$ cat src/rtl/ex_div_seq_pkg.sv
// Shared encodings for the EX-stage divide sequencer: RV32M divide op codes
// (also decoded by id/ex) and the sequencer state encoding.
package ex_div_seq_pkg;

  typedef enum logic [1:0] {
    OP_DIV  = 2'b00,
    OP_DIVU = 2'b01,
    OP_REM  = 2'b10,
    OP_REMU = 2'b11
  } div_op_e;

  typedef enum logic [1:0] {
    S_IDLE = 2'd0,
    S_RUN  = 2'd1,
    S_DONE = 2'd2
  } div_state_e;

  function automatic logic op_is_signed(div_op_e op);
    return (op == OP_DIV) || (op == OP_REM);
  endfunction

  function automatic logic op_is_rem(div_op_e op);
    return (op == OP_REM) || (op == OP_REMU);
  endfunction

endpackage

$ cat src/rtl/ex_div_seq_div_step.sv
// One iteration of a restoring divide: shift the next dividend bit into the
// partial remainder and subtract the divisor if it fits.
module div_step #(
  parameter int XLEN = 32
) (
  input  logic [XLEN-1:0] rem,
  input  logic [XLEN-1:0] q,
  input  logic [XLEN-1:0] divisor,
  output logic [XLEN-1:0] rem_nxt,
  output logic [XLEN-1:0] q_nxt
);

  logic [XLEN-1:0] shifted;
  logic            fits;

  // The shifted remainder is XLEN+1 bits wide, so the fit test uses the full
  // width while the subtraction only needs the low XLEN bits of the result.
  assign shifted = {rem[XLEN-2:0], q[XLEN-1]};
  assign fits    = {rem, q[XLEN-1]} >= {1'b0, divisor};
  assign rem_nxt = fits ? (shifted - divisor) : shifted;
  assign q_nxt   = {q[XLEN-2:0], fits};

endmodule

$ cat src/rtl/ex_div_seq.sv
// Multi-cycle DIV/DIVU/REM/REMU sequencer beside the EX ALU: stalls the pipe,
// runs XLEN restoring steps, then pulses ready_o with the fixed-up result.
module ex_div_seq
  import ex_div_seq_pkg::*;
#(
  parameter int XLEN = 32
) (
  input  logic            clk,
  input  logic            rst,
  input  logic            start_i,
  input  logic [1:0]      op_i,
  input  logic [XLEN-1:0] dividend_i,
  input  logic [XLEN-1:0] divisor_i,
  input  logic            annul_i,
  output logic            stallreq_o,
  output logic            ready_o,
  output logic [XLEN-1:0] result_o
);

  localparam int CW = $clog2(XLEN);
  localparam logic [CW-1:0]   LAST_CNT = CW'(XLEN - 1);
  localparam logic [XLEN-1:0] MIN_INT  = {1'b1, {(XLEN-1){1'b0}}};

  div_state_e      state, state_nxt;
  div_op_e         op_in, op_q;
  logic            sign_a, sign_b;
  logic [XLEN-1:0] rem_q, quot_q, dsr_q;
  logic [XLEN-1:0] rem_nxt, quot_nxt;
  logic [CW-1:0]   cnt;

  logic            in_signed, accept, div_zero, overflow, special, last_step;
  logic [XLEN-1:0] abs_a, abs_b, special_res, q_fix, r_fix, fix_res;

  assign op_in     = div_op_e'(op_i);
  assign in_signed = op_is_signed(op_in);
  assign accept    = (state == S_IDLE) && start_i && !annul_i;
  assign abs_a     = (in_signed && dividend_i[XLEN-1]) ? -dividend_i : dividend_i;
  assign abs_b     = (in_signed && divisor_i[XLEN-1])  ? -divisor_i  : divisor_i;

  // RISC-V defines fixed results for divide-by-zero and signed overflow, so
  // those bypass the iterative loop entirely.
  assign div_zero = (divisor_i == '0);
  assign overflow = in_signed && (dividend_i == MIN_INT) && (divisor_i == '1);
  assign special  = div_zero || overflow;
  always_comb begin
    special_res = '0;
    if (op_is_rem(op_in))
      special_res = div_zero ? dividend_i : '0;
    else
      special_res = div_zero ? '1 : MIN_INT;
  end

  div_step #(.XLEN(XLEN)) u_step (
    .rem     (rem_q),
    .q       (quot_q),
    .divisor (dsr_q),
    .rem_nxt (rem_nxt),
    .q_nxt   (quot_nxt)
  );

  assign last_step = (state == S_RUN) && (cnt == LAST_CNT);
  assign q_fix   = (op_is_signed(op_q) && (sign_a ^ sign_b)) ? -quot_nxt : quot_nxt;
  assign r_fix   = (op_is_signed(op_q) && sign_a) ? -rem_nxt : rem_nxt;
  assign fix_res = op_is_rem(op_q) ? r_fix : q_fix;

  assign stallreq_o = accept || (state == S_RUN);

  always_comb begin
    state_nxt = state;
    case (state)
      S_IDLE:  if (accept) state_nxt = special ? S_DONE : S_RUN;
      S_RUN:   if (last_step) state_nxt = S_DONE;
      S_DONE:  state_nxt = S_IDLE;
      default: state_nxt = S_IDLE;
    endcase
    if (annul_i) state_nxt = S_IDLE;
  end

  // A flush freezes the datapath so result_o keeps its previous value.
  always_ff @(posedge clk) begin
    if (rst) begin
      state    <= S_IDLE;
      ready_o  <= 1'b0;
      result_o <= '0;
      cnt      <= '0;
      op_q     <= OP_DIV;
      sign_a   <= 1'b0;
      sign_b   <= 1'b0;
      rem_q    <= '0;
      quot_q   <= '0;
      dsr_q    <= '0;
    end else begin
      state   <= state_nxt;
      ready_o <= 1'b0;
      if (accept) begin
        op_q   <= op_in;
        sign_a <= in_signed && dividend_i[XLEN-1];
        sign_b <= in_signed && divisor_i[XLEN-1];
        dsr_q  <= abs_b;
        quot_q <= abs_a;
        rem_q  <= '0;
        cnt    <= '0;
        if (special) begin
          result_o <= special_res;
          ready_o  <= 1'b1;
        end
      end else if ((state == S_RUN) && !annul_i) begin
        rem_q  <= rem_nxt;
        quot_q <= quot_nxt;
        cnt    <= cnt + 1'b1;
        if (last_step) begin
          result_o <= fix_res;
          ready_o  <= 1'b1;
        end
      end
    end
  end

endmodule
$ cat config.mk
export PLATFORM = sky130hd
export DESIGN_NAME = ex_div_seq
export DESIGN_NICKNAME = d
export VERILOG_FILES = /design/src/rtl/ex_div_seq_pkg.sv /design/src/rtl/ex_div_seq_div_step.sv /design/src/rtl/ex_div_seq.sv
export SDC_FILE = /design/constraint.sdc
export NUM_CORES = 1
export LEC_CHECK = 0
export ABC_AREA = 1
export ABC_CLOCK_PERIOD_IN_PS = 4700
export CAP_MARGIN = 20
export CORE_MARGIN = 2
export CORE_UTILIZATION = 55
export DETAILED_ROUTE_END_ITERATION = 16
export PLACE_DENSITY_LB_ADDON = 0.12
export SKIP_LAST_GASP = 1
export SLEW_MARGIN = 10
export SYNTH_ARGS = -nofsm -noshare
export SYNTH_HDL_FRONTEND = slang
export SYNTH_SLANG_ARGS = --single-unit
$ cat constraint.sdc
create_clock -name clk -period 4.7 [get_ports clk]
set_input_delay 1.175 -clock clk [delete_from_list [all_inputs] [get_ports clk]]
set_output_delay 1.175 -clock clk [all_outputs]
set_load 0.01 [all_outputs]
Figure 1. Drive-strength map (run 1).
The bar under the picture is 50 um long.
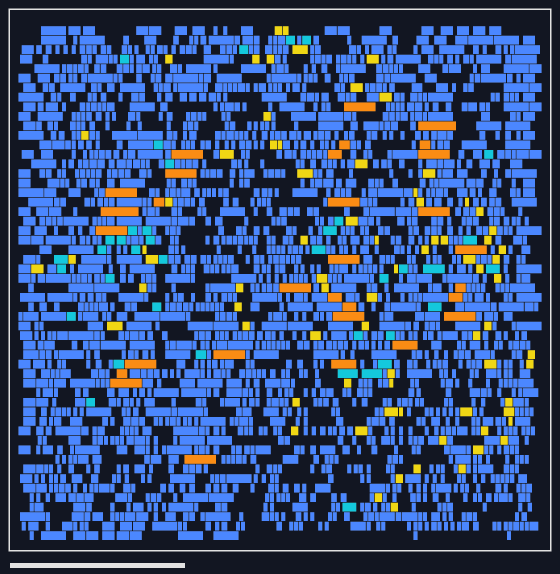
color	size	cells	share
blue	_0 and _1 cells	2073	94%
cyan	_3 and _4 cells	38	1.7%
orange	_6 and larger	30	1.4%
yellow	_2 cells	76	3.4%
Area Overhead vs Synth: 14.7%
non-clock buffer count in the final layout: 127
worst setup margin: 428 ps
fin area: 0.0142 mm2

Figure 2. Clock network drawn from the DEF (run 1).
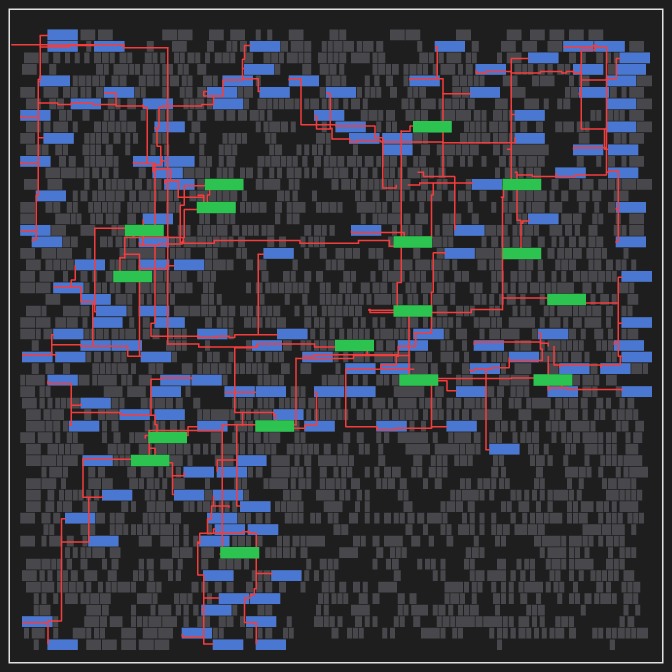
[green] clock drivers | count: 17
[red] clock wires | length: 2210 um
[blue] flip-flops | count: 140
routed clock nets	18
flops lie	widely spread

Figure 3. Clock routing (run 1).
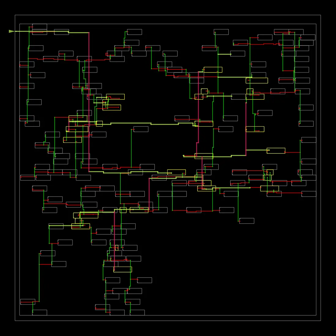
clock buffer count from CTS: 17
# clock sinks: 140

==> flow_metrics.py, run 1 <==
# Synthesis and PnR figures
metrics = {
    "critical_path": {
        "crit_top_cell": "nand2_1",
        "crit_type": "reg2reg",
        "max_stage_delay_ps": 370,
        "cpMaxStageDelayCell": "ha_1",
        "crit_required_ps": 5070,
        "start_kind": "register",
        "worstPathArrival_ps": 4640,
        "path_max_fanout": 21,
        "end_kind": "register",
    },
    "status": {
        "status": "finished clean",
    },
    "sta": {
        "min_period_ps": 4270,
        "slew_headroom_pct": 43.3,
        "final_hold_viol_count": 0,
        "maxSlewViolCount": 0,
        "setup_violations": 0,
        "rsz0062_at_grt": "no",
        "max_freq_mhz": 234,
        "fin_skew_ps": 16.7,
        "tightest_slew_ps": 850,
        "fin_setup_tns_ps": 0,
        "period_used_pct": 90.9,
    },
    "cells_and_area": {
        "final_nets": 2314,
        "mostFrequentLayoutCell": "nand2_1",
        "mostFrequentLayoutCells": "nand2_1, inv_1, nor2_1",
        "diodes": 0,
        "drive_gt1_share_pct": 6.50,
        "fillers": 2169,
    },
    "grt": {
        "grt_pass1_vias": 12800,
        "antenna_found_initial": 0,
        "grt_start_max_net_pins": 63,
        "grt-ovfl-total": 0,
        "grt_pass1_wl_um": 67100,
        "grt_usage_pct": 35.5,
    },
    "power": {
        "power_density_mw_per_mm2": 296,
        "total_power_mw": 4.20,
        "p_leak_nw": 7.13,
        "ir_drop_mv": 0.209,
    },
    "synth": {
        "yosys-stat-cells": 2137,
        "syn_inst": 2137,
        "synth_flops": 140,
        "yosys_area_mm2": 0.0124,
        "synth_cell_type_count": 53,
        "synth_seq_share_pct": 22.6,
        "synth.avg_cell_area_um2": 5.80,
        "syn_area_mm2": 0.0124,
        "synth_area_leader_cell": "dfxtp_1",
        "syn_nets": 2247,
        "flop_cell": "dfxtp_1",
        "yosysWarnings": 0,
        "synth.top_cell.area_share_pct": 22.6,
        "area_leaders": "dfxtp_1, nand2_1, inv_1, nand3_1, nor2_1",
        "async_flop_share_pct": 0,
        "edf_count": 0,
    },
    "clocking": {
        "cts.path.max_buffers": 2,
        "cts_root_buf": "clkbuf_16",
        "h-tree-depth": 4,
        "cts_tree": "built",
        "clkTransAtPathRegs_ps": 70,
        "insertion_delay_ps": 450,
        "cts_hold_buf": 0,
    },
    "placed_design": {
        "gp_congestion": 1.00,
        "port_buffers": 103,
        "dpl.hpwl_um": 32700,
    },
    "drt": {
        "drc": 0,
        "first_iter_violations": 1601,
        "wire_per_inst_um": 16.9,
        "routed_wl_um": 42300,
        "drtAntennaViolNets": 0,
        "vias": 14200,
        "firstDrtPassIters": 6,
        "viasPerCell": 5.70,
    },
    "die": {
        "core_area_mm2": 0.0220,
        "fp_util_pct": 56.4,
        "fp.dieH_um": 154,
        "io_pins": 104,
        "die_width_um": 154,
        "row_count": 54,
        "die_area_mm2": 0.0237,
    },
    "job": {
        "log.warning_count": 27,
        "drv_cap": 0,
    },
    "worst_hold_path": {
        "hold_class": "reg2reg",
    },
}
## run 1: cell families after synthesis
kind of cell	synth area share (%)
compound gates	19.2
xor+xnor	2.90
flops	22.6
fa+ha+maj	4.10
simple gates	37.5
buf+inv	13.7
## run 1: cell type report
type                       instances  area (um2)  area share [%]
clock buffer                      18         429            3.02
sequential                       140        2800            19.7
tap                              280         350            2.47
clock inverter                    14         174            1.22
timing repair buffer             127        1210            8.49
inverter                         353        1330            9.32
multi-input combinational       1565        7920            55.8
## run 1: flip-flops by register name, summed over array words and instances, names as in the netlist
| name | count |
|---|---|
| dsr_q | 32 |
| quot_q | 32 |
| rem_q | 32 |
| result_o | 32 |
| cnt | 5 |
| op_q | 2 |
| state | 2 |
| ready_o | 1 |
| sign_a | 1 |
| sign_b | 1 |
## run 1: critical path: cells and delay by family (launching register included)
kind,cells,cell delay (ps)
buffers and inverters,2,220
adders and majority gates,2,530
and+or+nand+nor,19,2440
DFF,1,330
AOI/OAI and AO/OA,5,670
## run 1: power breakdown
group	internal (mW)	leakage, nW	switching [mW]
clock	0.806	0.294	0.633
combinational	0.472	5.70	1.02
sequential	1.23	1.14	0.0381
## run 1: layer usage
layer / vias up / GRT usage, % / part of all wire, %
met5: - / 0 / 0
met4: 0 / 9.30 / 2.1
met3: 65 / 6.09 / 8.8
met2: 634 / 55.0 / 44
met1: 6476 / 50.9 / 45
li1: 7048 / - / -
## run 1: through the flow
stage / setup WS [ps] / instances / cell area [um2] / hold slack (ps) / utilization, %
after floorplan: 1100 / 2137 / 12400 / 445 / -
after global placement: 411 / 2464 / 13600 / 451 / 61.9
after detailed placement: 352 / 2464 / 13600 / 456 / 61.9
after CTS: 382 / 2496 / 14200 / 466 / 64.6
after global routing: 35.9 / 2497 / 14200 / 484 / 64.7
final: 428 / 2497 / 14200 / 462 / 64.7
## run 1: worst paths after layout
path	cells past startpoint	start	slack, ps	endpoint
worst max register to register	28	dsr_q[8]$_SDFFE_PP0P_	430	result_o[28]$_SDFFE_PP0P_
worst min register to register	2	result_o[5]$_SDFFE_PP0P_	460	result_o[5]$_SDFFE_PP0P_
worst max-delay path	28	dsr_q[8]$_SDFFE_PP0P_	430	result_o[28]$_SDFFE_PP0P_
worst min-delay path	2	result_o[5]$_SDFFE_PP0P_	460	result_o[5]$_SDFFE_PP0P_
## run 1: Yosys cell counts, types with 11 or more instances
cell	instances
nor2_1	213
o22ai_1	22
nand2_1	546
nand4_1	30
nor2_2	14
clkbuf_1	61
dfxtp_1	140
a21oi_1	146
o211ai_1	28
xor2_1	30
o21ai_0	143
inv_1	344
nor3_1	29
nand3_1	165
ha_1	39
nand2_2	19
xnor2_1	11
a31oi_1	33
## run 1: timing repair
item,CTS,global route
resized,0,2
setup endpoints to repair,0,3
buffers inserted,0,1
Figure 4. Pin placement (run 1).
Pins as bars across the die edge, other pins in gray.
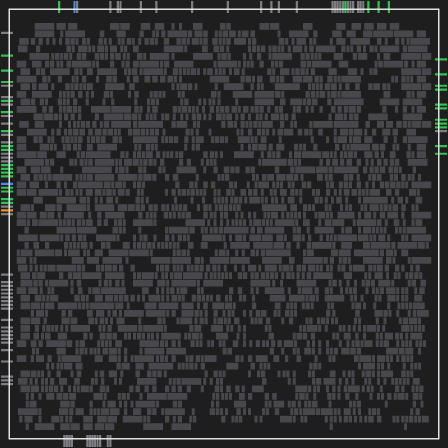

==> run 2, diff against run 1 <==
--- a/config.mk
+++ b/config.mk
@@ -7,11 +7,11 @@
 export LEC_CHECK = 0
 export ABC_AREA = 1
 export ABC_CLOCK_PERIOD_IN_PS = 4700
-export CAP_MARGIN = 20
+export CAP_MARGIN = 0
 export CORE_MARGIN = 2
 export CORE_UTILIZATION = 55
 export DETAILED_ROUTE_END_ITERATION = 16
-export PLACE_DENSITY_LB_ADDON = 0.12
+export PLACE_DENSITY = 0.76
 export SKIP_LAST_GASP = 1
 export SLEW_MARGIN = 10
 export SYNTH_ARGS = -nofsm -noshare
Figure 5. Pin placement (run 2).
Pins as bars across the die edge, other pins in gray.
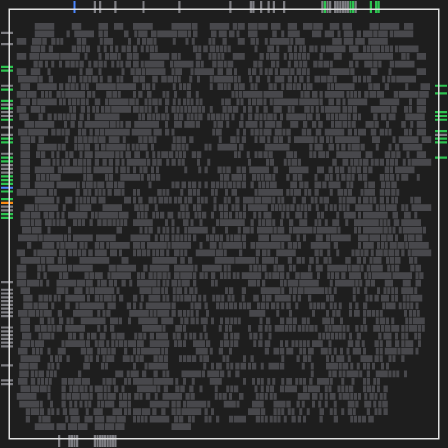
color	port	pins	direction	edge
blue	`op_i`	2	input	1 west, 1 north
orange	`annul_i`	1	input	west
green	`result_o`	32	output	17 west, 9 east, 6 north
all pins by edge	51 west, 29 north, 14 south, 10 east
number of port buffers: 103
Die Y: 154 um
DIE WIDTH: 154 um

Figure 6. Met4 routing (run 2).
The bar under the picture is 50 um long.
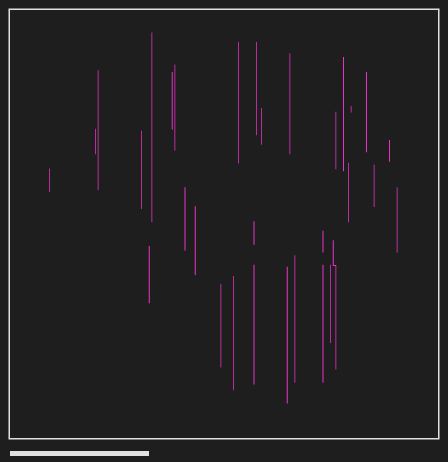
share of all routed wire	2.2%
wire length on this layer	899 um
longest straight run	68.0 um

==> flow_metrics.py, run 2 <==
# Synthesis and PnR figures
metrics = {
    "status": {
        "status": "finished clean",
    },
    "clocking": {
        "numCtsBuffers": 17,
        "h-tree-depth": 4,
        "insertion_delay_ps": 440,
        "cts_root_buf": "clkbuf_16",
        "cts.path.max_buffers": 2,
        "clkTransAtPathRegs_ps": 80,
        "cts_hold_buf": 0,
        "cts_tree": "built",
        "clkSinkCount": 140,
    },
    "drt": {
        "drtAntennaViolNets": 0,
        "first_iter_violations": 1476,
        "drc": 0,
        "vias": 14200,
        "wire_per_inst_um": 16.7,
        "routed_wl_um": 41600,
        "viasPerCell": 5.67,
        "firstDrtPassIters": 6,
    },
    "power": {
        "p_leak_nw": 7.12,
        "ir_drop_mv": 0.233,
        "power_density_mw_per_mm2": 292,
    },
    "placed_design": {
        "dpl.hpwl_um": 32200,
        "dp.cells": 2464,
        "gp_congestion": 0.987,
        "place_area_mm2": 0.0136,
    },
    "synth": {
        "edf_count": 0,
        "synth_seq_share_pct": 22.6,
        "ys_top_logic_family": "simple AND/OR/NAND/NOR gates",
        "area_leaders": "dfxtp_1, nand2_1, inv_1, nand3_1, nor2_1",
        "yosys.area_share.aoi_pct": 19.2,
        "ys_sh_xor_pct": 2.90,
        "synth.avg_cell_area_um2": 5.80,
        "yosysWarnings": 0,
        "top_cell": "nand2_1",
        "synth_cell_type_count": 53,
        "async_flop_share_pct": 0,
        "yosys-stat-cells": 2137,
        "fa_ha_area_share_pct": 4.10,
        "syn_inst": 2137,
        "common_cells": "nand2_1, inv_1, nor2_1",
        "syn_area_mm2": 0.0124,
        "flop_cell": "dfxtp_1",
        "synth_flops": 140,
        "synth_area_leader_cell": "dfxtp_1",
        "syn_nets": 2247,
        "yosys_area_mm2": 0.0124,
        "simple_gate_share_pct": 37.5,
        "mux_area_share_pct": 0,
        "synth.top_cell.area_share_pct": 22.6,
    },
    "sta": {
        "period_used_pct": 92.5,
        "maxSlewViolCount": 0,
        "fin_skew_ps": 18.8,
        "max_freq_mhz": 230,
        "holdWs_ps": 464,
        "min_period_ps": 4350,
        "fin_setup_tns_ps": 0,
        "rsz0062_at_grt": "no",
        "setup_violations": 0,
        "final_hold_viol_count": 0,
        "tightest_slew_ps": 857,
        "slew_headroom_pct": 42.8,
    },
    "cells_and_area": {
        "final_area_mm2": 0.0142,
        "layout.cells.non_filler": 2497,
        "mostFrequentLayoutCells": "nand2_1, inv_1, nor2_1",
        "mostFrequentLayoutCell": "nand2_1",
        "syn2layout_area_growth_pct": 14.6,
        "final_nets": 2313,
        "drive_gt1_share_pct": 6.45,
    },
    "critical_path": {
        "worstPathCellList": "inv_1 > ha_1 > nand2_1 > nor2_1 > inv_1 > nor3_4 > nand2_4 > nand2_8 > buf_4 > nand2_2 > o21ai_2 > ha_1 > nand3_1 > nor2_2 > nand2_2 > nor2_4 > nand3_1 > nand2_1 > nand2_1 > nand2_1 > nand3_1 > nand2_1 > nand2_1 > a21oi_1",
        "path_max_fanout": 40,
        "crit_type": "reg2reg",
        "worstReg2RegEnd": "result_o[24]$_SDFFE_PP0P_",
        "max_stage_delay_ps": 410,
        "worstRegToRegCells": 24,
        "end_kind": "register",
        "start_kind": "register",
        "reg2reg_slack_ps": 350,
        "critPathBufInv": 3,
        "crit_required_ps": 5070,
        "crit_top_cell": "nand2_1",
        "cp_top_family": "simple AND/OR/NAND/NOR gates",
        "r2r-start": "dsr_q[17]$_SDFFE_PP0P_",
        "cpMaxStageDelayCell": "ha_1",
        "worstPathArrival_ps": 4720,
    },
    "grt": {
        "grt_pass1_vias": 12700,
        "grt_usage_pct": 34.6,
        "grt_start_max_net_pins": 63,
        "antenna_found_initial": 0,
        "grt-ovfl-total": 0,
        "grt_pass1_wl_um": 65800,
    },
    "die": {
        "core_area_mm2": 0.0220,
        "io_pins": 104,
        "row_count": 54,
        "fp_util_pct": 56.4,
        "die_area_mm2": 0.0237,
    },
    "worst_hold_path": {
        "min_path_cells": 2,
        "hold_class": "reg2reg",
        "hp-start": "result_o[1]$_SDFFE_PP0P_",
        "hold_path_end": "result_o[1]$_SDFFE_PP0P_",
    },
    "job": {
        "log.warning_count": 27,
        "drv_cap": 0,
    },
}
[run 2: cell counts after synthesis]
No cell type changed its count.
[run 2: what timing repair did]
item                                    CTS  global route
endpoints found under the setup margin    0             3
gates resized                             0             2
setup buffers                             0             0
[run 2: cell type report]
type | count | area, um2
Multi-Input combinational cell | 1565 | 7930
Fill cell | 2139 | 7760
Sequential cell | 140 | 2800
Inverter | 353 | 1330
Timing Repair Buffer | 126 | 1200
Clock buffer | 17 | 425
Tap cell | 280 | 350
Clock inverter | 15 | 168
Antenna cell | 1 | 2.50
[run 2: kinds of logic after synthesis]
group,after synthesis
adder cells (fa/ha/maj),40
AND-OR/OR-AND,420
buffers and inverters,432
flip-flops,140
AND/OR/NAND/NOR,1064
XOR/XNOR,41
[run 2: power breakdown]
group	internal, mW	switching (mW)
sequential	1.23	0.0379
combinational	0.471	1.01
clock	0.760	0.634
[run 2: metrics by stage]
step	total power, mW	worst slack, ps	util [%]
floorplan	2.33	1100	-
global placement	2.71	467	61.9
detailed placement	2.73	369	61.9
CTS	4.11	436	64.6
global route	4.37	35.0	64.6
finish	4.15	355	64.7
[run 2: worst max-delay path by stage]
stage / from / endpoint / slack (ps) / depth (start not counted)
final: dsr_q[17]$_SDFFE_PP0P_ / result_o[24]$_SDFFE_PP0P_ / 350 / 24
after global routing: dsr_q[2]$_SDFFE_PP0P_ / result_o[28]$_SDFFE_PP0P_ / 40 / 30
after CTS: dsr_q[17]$_SDFFE_PP0P_ / result_o[24]$_SDFFE_PP0P_ / 440 / 24
after detailed placement: dividend_i[1] / quot_q[30]$_SDFFE_PP0P_ / 370 / 18
after global placement: divisor_i[0] / result_o[30]$_SDFFE_PP0P_ / 470 / 19
after floorplan: dsr_q[8]$_SDFFE_PP0P_ / result_o[30]$_SDFFE_PP0P_ / 1100 / 29
[run 2: worst min-delay path, delay by kind of cell (launching register included)]
| kind | cells | cell delay [ps] |
|---|---|---|
| AOI/OAI and AO/OA | 1 | 50 |
| DFF | 1 | 310 |
| and+or+nand+nor | 1 | 60 |
[run 2: routing by layer]
layer / part of all wire, % / track usage [%]
met1: 45 / 49.2
met2: 44 / 54.0
met3: 8.8 / 6.09
met4: 2.2 / 9.43
met5: 0 / 0
No activity file was given, so power comes from the tool's default toggle rates.
